==> config.mk <==
export PLATFORM = sky130hd
export DESIGN_NAME = ysyx_23060240_mem_arbiter
export DESIGN_NICKNAME = d
export VERILOG_FILES = /design/src/rtl/ysyx_23060240_arb_pkg.sv /design/src/rtl/ysyx_23060240_rr_pick.sv /design/src/rtl/ysyx_23060240_mem_arbiter.sv
export SDC_FILE = /design/constraint.sdc
export NUM_CORES = 1
export LEC_CHECK = 0
export CORE_MARGIN = 10
export CORE_UTILIZATION = 33
export DETAILED_ROUTE_END_ITERATION = 8
export PLACE_DENSITY = 0.84
export SLEW_MARGIN = 20
export SYNTH_ARGS = -nofsm -noshare
export SYNTH_HDL_FRONTEND = slang
export SYNTH_SLANG_ARGS = --single-unit
==> constraint.sdc <==
create_clock -name clk -period 1.8 [get_ports clk]
set_input_delay 0.27 -clock clk [delete_from_list [all_inputs] [get_ports clk]]
set_output_delay 0.27 -clock clk [all_outputs]
set_load 0.02 [all_outputs]
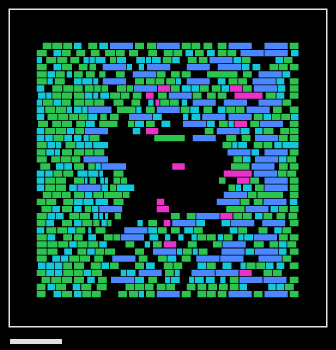
(cell classes on the final placement)
Bar = 20 um.
registers -> blue  # cells 73
remaining buffers and delay cells -> green  # cells 324
remaining logic cells -> cyan  # cells 190
clock drivers and dummy loads -> magenta  # cells 16
Seq area share: 0.2526
post-route core utilization: 0.7340

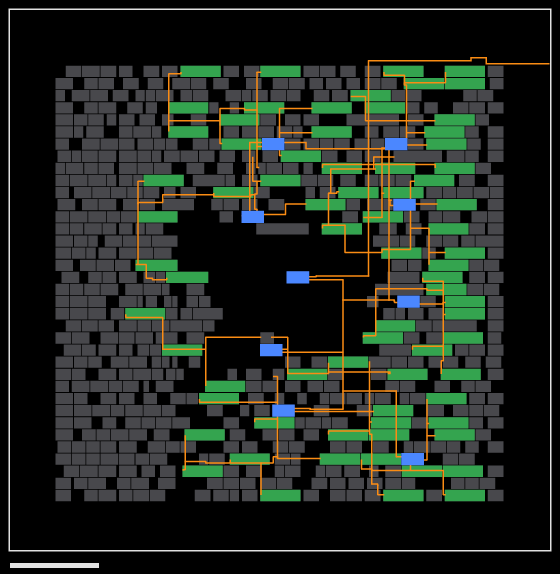
(clock network drawn from the DEF)
Bar = 20 um.
clock-net drivers -> blue  # count 9
clock wires -> orange  # length 1090 um
flip-flops -> green  # count 73
routed clock nets = 10
worst skew pair latency: 0.36 ns
Setup Skew: 0.009090 ns

==> flow_metrics.env <==
# flow metrics
export IMPL_outcome="finished, violations left"
export IMPL_violations="negative setup slack"
export IMPL_cts_sinks=73
export IMPL_numCtsBuffers=9
export IMPL_rows=36
export IMPL_power_top_group="combinational logic"
export IMPL_ys_flop_type="dfrtp_1"
export IMPL_numPortBuffers=279
export IMPL_setup_violations=82
export IMPL_ys_sh_xor=0
export IMPL_synth_area_mm2=0.003382
export IMPL_synthTopLogicFamily="simple AND/OR/NAND/NOR gates"
export IMPL_top_area_cell="dfrtp_1"
export IMPL_tightest_slew_ns=0.9324
export IMPL_wl_per_cell_um=24.75
export IMPL_yosysMostFrequentCell="dfrtp_1"
export IMPL_diodes=1
export IMPL_swShare=0.3776
export IMPL_die_w_um=121.2
export IMPL_sh_comb_area=0.2212
export IMPL_place_inst=702
export IMPL_cp_depth=6
export IMPL_post_place_ws_ns=-0.1482
export IMPL_rsz0062_at_grt="true"
export IMPL_drc=0
export IMPL_ys_sh_simple=0.2072
export IMPL_edf_count=0
export IMPL_pwr_density_cell_mw_per_mm2=1453
export IMPL_cp_arrival_ns=1.61
export IMPL_intPower_mw=6.548
export IMPL_vias=3768
export IMPL_ir_drop_mv=0.8169
export IMPL_fin_area_mm2=0.007241
export IMPL_p_comb_mw=6.11
export IMPL_pg_clk_mw=1.50
export IMPL_layout_setup_ws_ns=-0.08237
export IMPL_combPwrFrac=0.581
export IMPL_pwr_share_seq=0.276
export IMPL_finalNetCount=739
export IMPL_yosys_warnings=0
export IMPL_synthAoiAreaFrac=0.2035
export IMPL_crit_chain="buf_6, nand2b_4, nor2_4, buf_6, and2_1, buf_6"
export IMPL_synthTopCellsByCount="dfrtp_1 (72), and2_1 (67), a22o_1 (37)"
export IMPL_max_freq_ghz=0.5312
export IMPL_maxCapViolations=0
export IMPL_tool_warnings=28
export IMPL_core_area_mm2=0.009864
cell usage in the layout, fill, tap and decap left out, drive strengths merged, types with 4 or more instances in the layout:
cell type	netlist	routed
a221o	32	32
a22o	37	37
and2	67	67
and3	33	33
buf	10	112
clkbuf	17	11
clkdlybuf4s50	0	208
dfrtp	72	72
nor2	4	4
timing repair:
action	in CTS	in global routing
setup buffers	7	3
gates resized	498	10
pin swaps	48	5
cloned	9	0
endpoints found under the setup margin	121	120
metal layers:
metal  vias to the layer above  share of wire  track usage
met1                      1845           0.35       0.2412
met2                       220           0.52       0.4245
met3                        13           0.12       0.1056
met5                         -              0            0
met4                         0          0.012      0.06483
li1                       1690              -            -
